run_1/clock_map.png
Scale bar: 50 um.
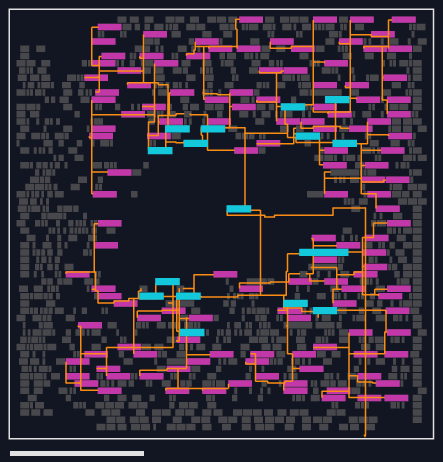
run_1/met4.png
Cells faint in the background.
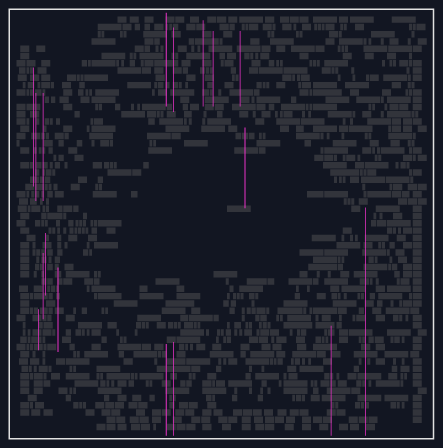
run_1/final_clocks.png
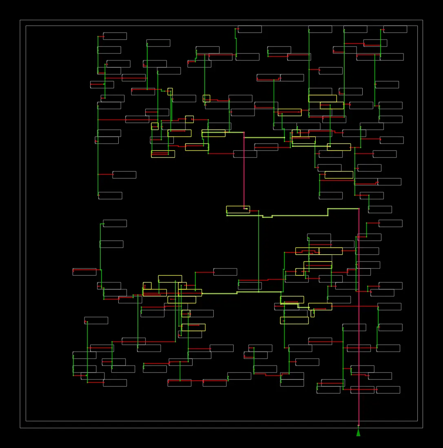
[config.mk]
export PLATFORM = sky130hd
export DESIGN_NAME = mem_stage_flat
export DESIGN_NICKNAME = d
export VERILOG_FILES = /design/src/rtl/mem_stage_pkg.sv /design/src/rtl/mem_stage_if.sv /design/src/rtl/mem_lane_align.sv /design/src/rtl/mem_stage.sv /design/src/flat_wrapper.sv
export SDC_FILE = /design/constraint.sdc
export NUM_CORES = 1
export LEC_CHECK = 0
export ABC_AREA = 1
export CAP_MARGIN = 20
export CORE_AREA = 2 2 156 158
export DETAILED_ROUTE_END_ITERATION = 8
export DIE_AREA = 0 0 158 160
export SYNTH_ARGS = -nofsm -noshare
export SYNTH_HDL_FRONTEND = slang
export SYNTH_SLANG_ARGS = --single-unit
[constraint.sdc]
create_clock -name clk -period 9.6 [get_ports clk]
set_input_delay 1.92 -clock clk [delete_from_list [all_inputs] [get_ports clk]]
set_output_delay 1.92 -clock clk [all_outputs]
set_load 0.01 [all_outputs]
[src/rtl/mem_stage_pkg.sv]
// Shared definitions for the memory-access stage.
//   - opcode ranges selecting the access size (word 3-5, half 6-8, byte 9-11)
//   - access-size and FSM state enums
//   - NONE_EXC: exception code meaning "no exception"
//   - op_size(): maps an opcode onto its access size
package mem_stage_pkg;

    localparam logic [7:0] NONE_EXC   = 8'h00;

    localparam logic [4:0] OP_WORD_LO = 5'd3;
    localparam logic [4:0] OP_WORD_HI = 5'd5;
    localparam logic [4:0] OP_HALF_LO = 5'd6;
    localparam logic [4:0] OP_HALF_HI = 5'd8;
    localparam logic [4:0] OP_BYTE_LO = 5'd9;
    localparam logic [4:0] OP_BYTE_HI = 5'd11;

    typedef enum logic [1:0] {
        IDLE      = 2'd0,
        WAIT_DATA = 2'd1,
        DRAIN     = 2'd2
    } state_t;

    typedef enum logic [1:0] {
        SIZE_WORD = 2'd0,
        SIZE_HALF = 2'd1,
        SIZE_BYTE = 2'd2
    } size_t;

    // Opcodes outside the memory ranges fall back to word size; their
    // enables are never used because no request is issued for them.
    function automatic size_t op_size(input logic [4:0] opcode);
        if (opcode >= OP_WORD_LO && opcode <= OP_WORD_HI) return SIZE_WORD;
        if (opcode >= OP_HALF_LO && opcode <= OP_HALF_HI) return SIZE_HALF;
        if (opcode >= OP_BYTE_LO && opcode <= OP_BYTE_HI) return SIZE_BYTE;
        return SIZE_WORD;
    endfunction

endpackage

[src/rtl/mem_stage_if.sv]
// Data-memory port bundle between the memory stage (master) and the
// data memory (slave).
//   req    master->slave  request valid
//   ready  slave->master  request accepted this cycle
//   we     master->slave  byte write enables (0 for loads)
//   addr   master->slave  word-aligned address
//   wdata  master->slave  lane-shifted store data
//   rvalid slave->master  load response valid
//   rdata  slave->master  load response word
//
// Handshake: a request transfers on every clock edge where req && ready are
// both high; while req is high and ready is low, we/addr/wdata stay stable
// and req stays high. A load response is a single-cycle rvalid pulse that
// arrives at least one cycle after the accepting edge and is never
// back-pressured.
interface mem_stage_if;
    logic        req;
    logic        ready;
    logic [3:0]  we;
    logic [31:0] addr;
    logic [31:0] wdata;
    logic        rvalid;
    logic [31:0] rdata;

    modport master (output req, we, addr, wdata, input ready, rvalid, rdata);
    modport slave  (input req, we, addr, wdata, output ready, rvalid, rdata);
endinterface

[src/rtl/mem_lane_align.sv]
// Combinational byte-lane alignment for a 32-bit data port.
//   size      in   access size (word/half/byte)
//   offset    in   effective address bits [1:0]
//   data      in   right-aligned store value
//   byte_en   out  byte enables for the addressed lanes
//   lane_data out  store value shifted onto the addressed lanes
module mem_lane_align
    import mem_stage_pkg::*;
(
    input  size_t       size,
    input  logic [1:0]  offset,
    input  logic [31:0] data,
    output logic [3:0]  byte_en,
    output logic [31:0] lane_data
);

    always_comb begin
        byte_en   = 4'b1111;
        lane_data = data;
        case (size)
            SIZE_HALF: begin
                // Offset 01 straddles the middle lanes; 10 and 11 both map
                // to the upper half.
                if (offset[1]) begin
                    byte_en   = 4'b1100;
                    lane_data = {data[15:0], 16'h0000};
                end else if (offset[0]) begin
                    byte_en   = 4'b0110;
                    lane_data = {8'h00, data[15:0], 8'h00};
                end else begin
                    byte_en   = 4'b0011;
                    lane_data = {16'h0000, data[15:0]};
                end
            end
            SIZE_BYTE: begin
                byte_en   = 4'b0001 << offset;
                lane_data = {24'h000000, data[7:0]} << {offset, 3'b000};
            end
            default: ;
        endcase
    end

endmodule

[src/rtl/mem_stage.sv]
// Memory-access stage between execute and writeback.
//   clk, rst            clock, asynchronous active-high reset
//   clk_en, halt        freeze controls; nothing changes unless clk_en && !halt
//   flush               squash the instruction in this stage
//   *_in                execute-stage slot (alu_result_1_in is the address)
//   dmem                data-memory request/response port (master side)
//   stall_out           hold upstream stages and keep *_in stable
//   *_out               registered slot for writeback; mem_result_out holds
//                       the raw load word, writeback extracts the lane
//   state_dbg           current FSM state
module mem_stage
    import mem_stage_pkg::*;
(
    input  logic               clk,
    input  logic               rst,
    input  logic               clk_en,
    input  logic               halt,
    input  logic               flush,
    input  logic               bubble_in,
    input  logic [4:0]         opcode_in,
    input  logic [4:0]         tgt_in_1,
    input  logic [4:0]         tgt_in_2,
    input  logic               is_load_in,
    input  logic               is_store_in,
    input  logic [31:0]        alu_result_1_in,
    input  logic [31:0]        alu_result_2_in,
    input  logic [31:0]        store_data_in,
    input  logic [7:0]         exc_in,
    input  logic               tgts_cr_in,
    input  logic [4:0]         priv_type_in,
    input  logic [1:0]         crmov_mode_type_in,
    mem_stage_if.master        dmem,
    output logic               stall_out,
    output logic               bubble_out,
    output logic [4:0]         tgt_out_1,
    output logic [4:0]         tgt_out_2,
    output logic [4:0]         opcode_out,
    output logic               is_load_out,
    output logic               is_store_out,
    output logic [31:0]        alu_result_1_out,
    output logic [31:0]        alu_result_2_out,
    output logic [31:0]        mem_result_out,
    output logic [31:0]        addr_out,
    output logic [7:0]         exc_out,
    output logic               tgts_cr_out,
    output logic [4:0]         priv_type_out,
    output logic [1:0]         crmov_mode_type_out,
    output state_t             state_dbg
);

    state_t      state, next_state;
    logic        adv, mem_op, req, stall, load_done;
    logic [3:0]  byte_en;
    logic [31:0] lane_data;

    assign adv    = clk_en && !halt;
    assign mem_op = !bubble_in && (is_load_in || is_store_in) &&
                    (exc_in == NONE_EXC) && !flush;

    mem_lane_align u_align (
        .size      (op_size(opcode_in)),
        .offset    (alu_result_1_in[1:0]),
        .data      (store_data_in),
        .byte_en   (byte_en),
        .lane_data (lane_data)
    );

    assign dmem.req   = req;
    assign dmem.we    = is_store_in ? byte_en : 4'b0000;
    assign dmem.addr  = {alu_result_1_in[31:2], 2'b00};
    assign dmem.wdata = lane_data;
    assign stall_out  = stall;
    assign state_dbg  = state;

    always_ff @(posedge clk or posedge rst) begin
        if (rst) state <= IDLE;
        else if (adv) state <= next_state;
    end

    always_comb begin
        next_state = state;
        req        = 1'b0;
        stall      = 1'b0;
        load_done  = 1'b0;
        case (state)
            IDLE: begin
                req = adv && mem_op;
                if (req) begin
                    // An accepted load also stalls: its slot must not reach
                    // writeback until the data returns.
                    if (!dmem.ready) begin
                        stall = 1'b1;
                    end else if (is_load_in) begin
                        stall      = 1'b1;
                        next_state = WAIT_DATA;
                    end
                end
            end
            WAIT_DATA: begin
                stall = !dmem.rvalid;
                if (adv) begin
                    if (dmem.rvalid) begin
                        load_done  = 1'b1;
                        next_state = IDLE;
                    end else if (flush) begin
                        next_state = DRAIN;
                    end
                end
            end
            DRAIN: begin
                // Stall through the response cycle too: the instruction now
                // waiting in execute has not issued yet and must not slip
                // into writeback without its access.
                stall = 1'b1;
                if (adv && dmem.rvalid) next_state = IDLE;
            end
            default: next_state = IDLE;
        endcase
    end

    always_ff @(posedge clk or posedge rst) begin
        if (rst) begin
            bubble_out          <= 1'b1;
            tgt_out_1           <= '0;
            tgt_out_2           <= '0;
            opcode_out          <= '0;
            is_load_out         <= 1'b0;
            is_store_out        <= 1'b0;
            alu_result_1_out    <= '0;
            alu_result_2_out    <= '0;
            mem_result_out      <= '0;
            addr_out            <= '0;
            exc_out             <= '0;
            tgts_cr_out         <= 1'b0;
            priv_type_out       <= '0;
            crmov_mode_type_out <= '0;
        end else if (adv) begin
            if (stall) begin
                bubble_out <= 1'b1;
            end else begin
                bubble_out          <= bubble_in || flush;
                tgt_out_1           <= tgt_in_1;
                tgt_out_2           <= tgt_in_2;
                opcode_out          <= opcode_in;
                is_load_out         <= is_load_in;
                is_store_out        <= is_store_in;
                alu_result_1_out    <= alu_result_1_in;
                alu_result_2_out    <= alu_result_2_in;
                mem_result_out      <= load_done ? dmem.rdata : 32'h0;
                addr_out            <= alu_result_1_in;
                exc_out             <= exc_in;
                tgts_cr_out         <= tgts_cr_in;
                priv_type_out       <= priv_type_in;
                crmov_mode_type_out <= crmov_mode_type_in;
            end
        end
    end

endmodule

[src/flat_wrapper.sv]
// flat-port wrapper written by rule: the top's interface ports become plain ports
module mem_stage_flat import mem_stage_pkg::*;
  (clk, rst, clk_en, halt, flush, bubble_in, opcode_in, tgt_in_1, tgt_in_2, is_load_in, is_store_in, alu_result_1_in, alu_result_2_in, store_data_in, exc_in, tgts_cr_in, priv_type_in, crmov_mode_type_in, stall_out, bubble_out, tgt_out_1, tgt_out_2, opcode_out, is_load_out, is_store_out, alu_result_1_out, alu_result_2_out, mem_result_out, addr_out, exc_out, tgts_cr_out, priv_type_out, crmov_mode_type_out, state_dbg, dmem_req, dmem_we, dmem_addr, dmem_wdata, dmem_ready, dmem_rvalid, dmem_rdata);
  mem_stage_if dmem_i ();
  input  logic clk;
  input  logic rst;
  input  logic clk_en;
  input  logic halt;
  input  logic flush;
  input  logic bubble_in;
  input  logic [4:0] opcode_in;
  input  logic [4:0] tgt_in_1;
  input  logic [4:0] tgt_in_2;
  input  logic is_load_in;
  input  logic is_store_in;
  input  logic [31:0] alu_result_1_in;
  input  logic [31:0] alu_result_2_in;
  input  logic [31:0] store_data_in;
  input  logic [7:0] exc_in;
  input  logic tgts_cr_in;
  input  logic [4:0] priv_type_in;
  input  logic [1:0] crmov_mode_type_in;
  output logic stall_out;
  output logic bubble_out;
  output logic [4:0] tgt_out_1;
  output logic [4:0] tgt_out_2;
  output logic [4:0] opcode_out;
  output logic is_load_out;
  output logic is_store_out;
  output logic [31:0] alu_result_1_out;
  output logic [31:0] alu_result_2_out;
  output logic [31:0] mem_result_out;
  output logic [31:0] addr_out;
  output logic [7:0] exc_out;
  output logic tgts_cr_out;
  output logic [4:0] priv_type_out;
  output logic [1:0] crmov_mode_type_out;
  output state_t state_dbg;
  output wire logic [$bits(dmem_i.req)-1:0] dmem_req;
  output wire logic [$bits(dmem_i.we)-1:0] dmem_we;
  output wire logic [$bits(dmem_i.addr)-1:0] dmem_addr;
  output wire logic [$bits(dmem_i.wdata)-1:0] dmem_wdata;
  input wire logic [$bits(dmem_i.ready)-1:0] dmem_ready;
  input wire logic [$bits(dmem_i.rvalid)-1:0] dmem_rvalid;
  input wire logic [$bits(dmem_i.rdata)-1:0] dmem_rdata;
  assign dmem_req = dmem_i.req;
  assign dmem_we = dmem_i.we;
  assign dmem_addr = dmem_i.addr;
  assign dmem_wdata = dmem_i.wdata;
  assign dmem_i.ready = dmem_ready;
  assign dmem_i.rvalid = dmem_rvalid;
  assign dmem_i.rdata = dmem_rdata;
  mem_stage u_core (.clk(clk), .rst(rst), .clk_en(clk_en), .halt(halt), .flush(flush), .bubble_in(bubble_in), .opcode_in(opcode_in), .tgt_in_1(tgt_in_1), .tgt_in_2(tgt_in_2), .is_load_in(is_load_in), .is_store_in(is_store_in), .alu_result_1_in(alu_result_1_in), .alu_result_2_in(alu_result_2_in), .store_data_in(store_data_in), .exc_in(exc_in), .tgts_cr_in(tgts_cr_in), .priv_type_in(priv_type_in), .crmov_mode_type_in(crmov_mode_type_in), .dmem(dmem_i), .stall_out(stall_out), .bubble_out(bubble_out), .tgt_out_1(tgt_out_1), .tgt_out_2(tgt_out_2), .opcode_out(opcode_out), .is_load_out(is_load_out), .is_store_out(is_store_out), .alu_result_1_out(alu_result_1_out), .alu_result_2_out(alu_result_2_out), .mem_result_out(mem_result_out), .addr_out(addr_out), .exc_out(exc_out), .tgts_cr_out(tgts_cr_out), .priv_type_out(priv_type_out), .crmov_mode_type_out(crmov_mode_type_out), .state_dbg(state_dbg));
endmodule
==> impl_metrics.json, run 1 <==
{
  "outcome": "finished, final reports clean",
  "critPathCapture": "dmem_wdata[26]",
  "cts_buffers": 17,
  "hold_path.startpoint": "u_core.alu_result_2_out[21]$_DFFE_PP0P_",
  "placed_area_mm2": 0.0104,
  "crit_chain": "clkdlybuf4s50_1 -> clkinv_1 -> nor3_4 -> nand2_1 -> o211ai_1 -> clkdlybuf4s50_1",
  "regArea_mm2": 0.00330,
  "drive_above_1_share_pct": 4.60,
  "cap_violations": 0,
  "reg.largest.list": "u_core.addr_out (32), u_core.alu_result_2_out (32), u_core.mem_result_out (32)",
  "syn_avg_cell_area_um2": 8.09,
  "core_util_floorplan_pct": 28.1,
  "top_cell_area_share_pct": 49.0,
  "die_area_mm2": 0.0253,
  "wl_met2_um": 12900,
  "p_clk_share_pct": 29.2,
  "worstSetupPathType": "in2out",
  "grt_pass1_vias": 6663,
  "port_buffers": 400,
  "worst-path-stages": 6,
  "setup_viol": 0,
  "mi_logic_area_mm2": 0.00246,
  "use_met3_pct": 6.19,
  "synth.most_common_cell": "nand2_1",
  "critPathLaunch": "alu_result_1_in[1]",
  "cellLeakagePower_nw": 5.13,
  "edf_count": 0,
  "pg_comb_mw": 0.944,
  "clkSinkCount": 132,
  "peakVddDrop_v": 0.0000873,
  "hpwl_um": 18200,
  "clock_path_buffers": 2,
  "netlist_top_cells_count": "nand2_1 (346), dfrtp_1 (131), nand4_1 (108)",
  "cp_top_family": "buffers and inverters",
  "buffer_area_share_pct": 36.9,
  "ys.flops": 132,
  "cp_common_cell": "clkdlybuf4s50_1",
  "n_tap_cell": 324,
  "synthArstFlopShare_pct": 100,
  "grtUsageMet2_pct": 33.4,
  "grt_start_max_net_pins": 100,
  "met1_usage_pct": 22.3,
  "maxSlewViolCount": 0,
  "final-hold-violation-count": 0,
  "p_comb_share_pct": 38.1,
  "wl_met1_um": 9930,
  "fillers": 2350,
  "r2r-end": "u_core.mem_result_out[31]$_DFFE_PP0P_",
  "min_period_ps": 6490,
  "htree_levels": 4,
  "pre_cts_ws_ps": 3130,
  "hold_depth": 2,
  "clkCellAreaFrac_pct": 5.89,
  "finalCritPeriodShare_pct": 67.6,
  "netlist_area_mm2": 0.00670,
  "timing.rr.start": "u_core.state_dbg[1]$_DFFE_PP0P_",
  "gr-total-overflow": 0,
  "largest_cell_class": "non-clock buffers",
  "ys_sh_aoi_pct": 2.78,
  "cts-root-buf": "clkbuf_16",
  "ant_nets": 0,
  "ys_sh_simple_pct": 33.7,
  "ys.warnings.count": 0
}
About clock_map.png:
[flip-flops] magenta | count: 132
[cells driving clock nets] cyan | count: 17
[clock wires] orange | length: 1940 um
flops lie: spread over the die
routed clock nets: 18

About met4.png:
wire length on this layer: 596 um
nets with wire on the layer: 17
main direction: vertical
longest straight run: 85.0 um
share of all routed wire: 2.3%
vias: 6832
Post-Route WL: 25700 um

About final_clocks.png:
CLK BUF: 18
FF+latch count: 132
Final Skew: 10.9 ps

run_1/wire_density.png
32 x 32 tiles, from dark blue (low) to red (high), scaled to the fullest tile. Values are wire area over tile area, all layers added.
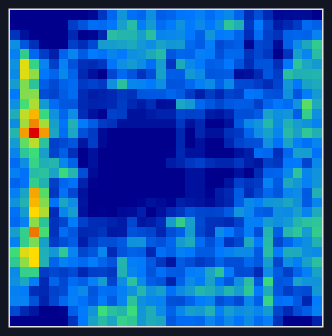

==> inputs of run 2 (changes only) <==
--- a/config.mk
+++ b/config.mk
@@ -7,9 +7,10 @@
 export LEC_CHECK = 0
 export ABC_AREA = 1
 export CAP_MARGIN = 20
-export CORE_AREA = 2 2 156 158
+export CORE_AREA = 2 2 157 159
 export DETAILED_ROUTE_END_ITERATION = 8
-export DIE_AREA = 0 0 158 160
+export DIE_AREA = 0 0 159 161
+export PLACE_DENSITY = 0.66
 export SYNTH_ARGS = -nofsm -noshare
 export SYNTH_HDL_FRONTEND = slang
 export SYNTH_SLANG_ARGS = --single-unit
==> constraint.sdc (replaced) <==
create_clock -name clk -period 5.4 [get_ports clk]
set_input_delay 1.08 -clock clk [delete_from_list [all_inputs] [get_ports clk]]
set_output_delay 1.08 -clock clk [all_outputs]
set_load 0.01 [all_outputs]
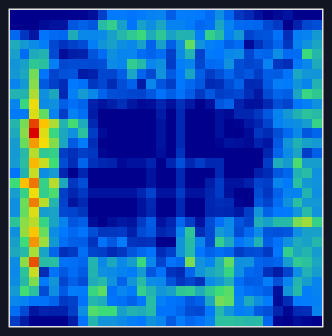
run_2/wire_density.png
32 x 32 tiles, from dark blue (low) to red (high), scaled to the fullest tile. Values are wire area over tile area, all layers added.
nearly empty tiles: 14%
fullest tile: 0.73
mean over tiles: 0.16
vias: 6858
Tot GR Track Use: 19.1%
WL/cell: 17.1 um
Post-Route WL: 25200 um

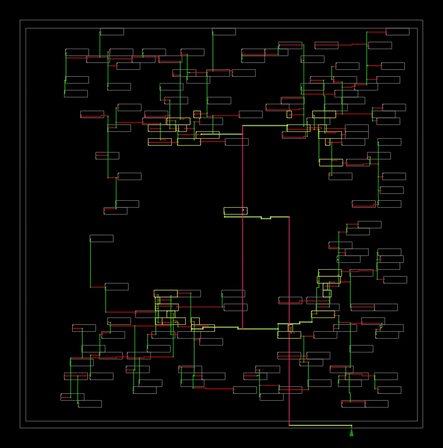
run_2/final_clocks.png
worst skew pair latency: 410 ps
CLK BUF: 17

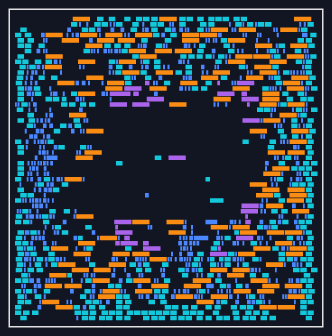
run_2/cell_classes.png
[clock drivers and dummy loads] purple | cells: 30
[other buffers and delay cells] cyan | cells: 409
[flip-flops] orange | cells: 132
[all other logic] blue | cells: 579
Rows: 57
post-layout util: 45.7%
core area: 0.0240 mm2
Finished Cell Area: 0.0110 mm2

==> impl_metrics.json, run 2 <==
{
  "outcome": "finished, final reports clean",
  "maxSlewViolCount": 0,
  "maxPowerGroup": "combinational logic",
  "critPathLaunch": "opcode_in[2]",
  "reg.largest.list": "u_core.addr_out (32), u_core.alu_result_2_out (32), u_core.mem_result_out (32)",
  "mux_share_pct": 0,
  "clkSinkCount": 132,
  "p_comb_share_pct": 39.8,
  "die_area_mm2": 0.0256,
  "port_buffers": 400,
  "ant_nets": 0,
  "ys_sh_aoi_pct": 2.78,
  "n_tap_cell": 324,
  "synth.most_common_cell": "nand2_1",
  "min_period_ps": 4690,
  "cts_buffers": 17,
  "syn_avg_cell_area_um2": 8.09,
  "ys.flops": 132,
  "ys_sh_simple_pct": 33.7,
  "met1_usage_pct": 22.5,
  "final-hold-violation-count": 0,
  "regArea_mm2": 0.00330,
  "top_cell_area_share_pct": 49.0,
  "r2r-end": "u_core.alu_result_2_out[2]$_DFFE_PP0P_",
  "seqPwrFrac_pct": 34.5,
  "use_met3_pct": 5.57,
  "htree_levels": 4,
  "synthTopCellsByArea": "dfrtp_1 (49%), nand2_1 (19%), nand4_1 (10%), buf_4 (8.0%), inv_1 (1.9%)",
  "finalCritPeriodShare_pct": 86.8,
  "cts-root-buf": "clkbuf_16",
  "timing.rr.start": "u_core.state_dbg[1]$_DFFE_PP0P_",
  "warnings": 26,
  "peakVddDrop_v": 0.000170,
  "buffer_area_share_pct": 37.3,
  "drive_above_1_share_pct": 4.61,
  "cap_violations": 0,
  "nNonClkInverters": 39,
  "ff_count": 132,
  "hold_class": "reg2reg",
  "worstHoldEndpoint": "u_core.mem_result_out[20]$_DFFE_PP0P_",
  "edf_count": 0,
  "wl_met2_um": 12400,
  "hpwl_um": 18300,
  "critPathCapture": "dmem_wdata[5]",
  "fillers": 2375,
  "p_clk_share_pct": 25.7,
  "clock_skew_ps": 5.98,
  "pg_comb_mw": 1.66,
  "worstSetupPathType": "in2out",
  "synthArstFlopShare_pct": 100,
  "cp_top_family": "buffers and inverters",
  "worst-path-stages": 9,
  "grt_pass1_vias": 6747,
  "hold_path.startpoint": "u_core.mem_result_out[20]$_DFFE_PP0P_",
  "core_util_floorplan_pct": 27.9,
  "clock_path_buffers": 2,
  "maxUsedRoutingLayer": "met4",
  "pre_cts_ws_ps": 733,
  "r2r_slack_ps": 2760,
  "synth_chip_area_mm2": 0.00670,
  "viasPerCell": 4.65,
  "synthesis.instances": 828,
  "dieWidth_um": 159,
  "gr-total-overflow": 0,
  "grtUsageMet2_pct": 32.8,
  "fin_tns_setup_ps": 0,
  "grt_busiest_layer": "met2",
  "dp_cells": 1444,
  "mi_logic_area_mm2": 0.00246,
  "yosysUniqueCellTypes": 30,
  "n_all_buffers": 409,
  "wl_met1_um": 10200,
  "netlist_top_cells_count": "nand2_1 (346), dfrtp_1 (131), nand4_1 (108)",
  "dr_wl_met3_um": 1980,
  "clkCellAreaFrac_pct": 4.92,
  "largest_cell_class": "non-clock buffers",
  "crit_chain": "clkdlybuf4s50_1 -> nor2_1 -> nand2_1 -> nand3_1 -> nand2_1 -> inv_2 -> nor2_2 -> nor2_1 -> clkdlybuf4s50_1",
  "ys.warnings.count": 0,
  "ctsResizeCount": 0,
  "placed_area_mm2": 0.0104,
  "cellLeakagePower_nw": 5.08,
  "netlist_area_mm2": 0.00670,
  "worstPathRequired_ps": 4320,
  "grt_start_max_net_pins": 84,
  "hold_depth": 2,
  "total_power_mw": 4.17,
  "setup_viol": 0
}
run_2/clock_map.png
Scale bar: 50 um.
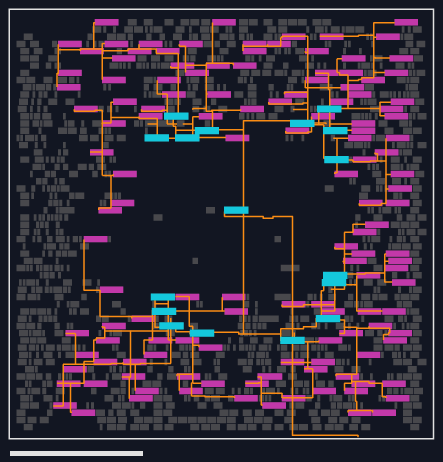

==> inputs of run 3 (changes only) <==
--- a/config.mk
+++ b/config.mk
@@ -7,10 +7,11 @@
 export LEC_CHECK = 0
 export ABC_AREA = 1
 export CAP_MARGIN = 20
-export CORE_AREA = 2 2 157 159
+export CORE_AREA = 2 2 156 158
 export DETAILED_ROUTE_END_ITERATION = 8
-export DIE_AREA = 0 0 159 161
-export PLACE_DENSITY = 0.66
+export DIE_AREA = 0 0 158 160
+export PLACE_DENSITY = 0.68
+export SLEW_MARGIN = 20
 export SYNTH_ARGS = -nofsm -noshare
 export SYNTH_HDL_FRONTEND = slang
 export SYNTH_SLANG_ARGS = --single-unit
==> constraint.sdc (replaced) <==
create_clock -name clk -period 6 [get_ports clk]
set_input_delay 1.2 -clock clk [delete_from_list [all_inputs] [get_ports clk]]
set_output_delay 1.2 -clock clk [all_outputs]
set_load 0.01 [all_outputs]
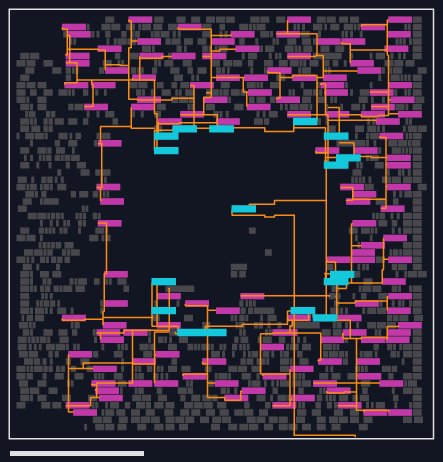
run_3/clock_map.png
Scale bar: 50 um.
[cells driving clock nets] cyan | count: 17
[clock wires] orange | length: 2020 um
[flip-flops] magenta | count: 132
routed clock nets: 18
Clk pwr share: 29.0%
Final Skew: 8.86 ps

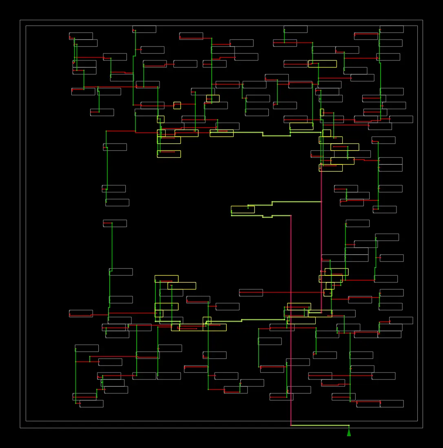
run_3/final_clocks.png
clock sinks: 132
CLK BUF: 19
Clk power: 1.14 mW
total CTS buffers: 17

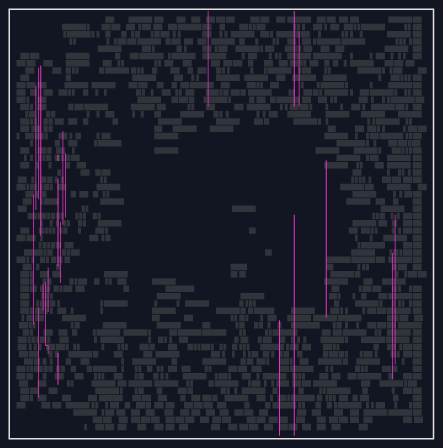
run_3/met4.png
Cells faint in the background.
main direction: vertical
share of all routed wire: 3.2%
longest straight run: 82.3 um
wire length on this layer: 805 um
vias: 6852
Post-Route WL: 24900 um

==> impl_metrics.json, run 3 <==
{
  "timing.rr.start": "u_core.state_dbg[1]$_DFFE_PP0P_",
  "ys.flops": 132,
  "gr-total-overflow": 0,
  "r2r-end": "u_core.mem_result_out[30]$_DFFE_PP0P_",
  "use_met3_pct": 5.75,
  "coreArea_mm2": 0.0238,
  "hold_class": "reg2reg",
  "peakVddDrop_v": 0.000150,
  "viasPerCell": 4.64,
  "maxSlewViolCount": 0,
  "dieWidth_um": 158,
  "dp_cells": 1445,
  "netlist_top_cells_count": "nand2_1 (346), dfrtp_1 (131), nand4_1 (108)",
  "track_usage_pct": 19.2,
  "stdcell_area_mm2": 0.0110,
  "r2r_slack_ps": 3610,
  "reg.largest.list": "u_core.addr_out (32), u_core.alu_result_2_out (32), u_core.mem_result_out (32)",
  "cellLeakagePower_nw": 5.12,
  "seqPwrFrac_pct": 33.0,
  "ff_count": 132,
  "maxPowerGroup": "combinational logic",
  "worstHoldEndpoint": "u_core.opcode_out[2]$_DFFE_PP0P_",
  "grt_start_max_net_pins": 101,
  "setup_viol": 0,
  "cp_top_family": "buffers and inverters",
  "synth_chip_area_mm2": 0.00670,
  "n_tap_cell": 324,
  "worst-path-stages": 6,
  "worstPathRequired_ps": 4800,
  "wl_met2_um": 12300,
  "placed_area_mm2": 0.0104,
  "ys_sh_simple_pct": 33.7,
  "fin_tns_setup_ps": 0,
  "met1_usage_pct": 22.3,
  "nNonClkInverters": 39,
  "core_util_floorplan_pct": 28.1,
  "critPathLaunch": "alu_result_1_in[1]",
  "ys.warnings.count": 0,
  "htree_levels": 4,
  "pg_comb_mw": 1.49,
  "grt_busiest_layer": "met2",
  "die_area_mm2": 0.0253,
  "buffer_area_share_pct": 36.9,
  "hold_depth": 2,
  "wl_per_cell_um": 16.8,
  "ys_sh_aoi_pct": 2.78,
  "syn_avg_cell_area_um2": 8.09,
  "dr_wl_met3_um": 1960,
  "largest_cell_class": "non-clock buffers",
  "crit_chain": "clkdlybuf4s50_1 -> clkinv_1 -> nor3_4 -> o21ai_0 -> inv_1 -> clkdlybuf4s50_1",
  "worstSetupPathType": "in2out",
  "r2r_cells": 7,
  "wl_met1_um": 9850,
  "warnings": 28,
  "hold_path.startpoint": "u_core.opcode_out[2]$_DFFE_PP0P_",
  "pre_cts_ws_ps": 1040,
  "min_period_ps": 5030,
  "outcome": "finished, final reports clean",
  "p_int_mw": 2.65,
  "grtUsageMet2_pct": 32.9,
  "cp_common_cell": "clkdlybuf4s50_1",
  "drive_above_1_share_pct": 4.77,
  "utilization_pct": 46.4,
  "synth.most_common_cell": "nand2_1",
  "grt_pass1_vias": 6826,
  "synthesis.instances": 828,
  "mi_logic_area_mm2": 0.00246,
  "port_buffers": 400,
  "fillers": 2381,
  "clock_latency_ps": 410,
  "edf_count": 0,
  "synthArstFlopShare_pct": 100,
  "total_power_mw": 3.93,
  "yosysUniqueCellTypes": 30
}
Power and IR drop assume default switching activity.
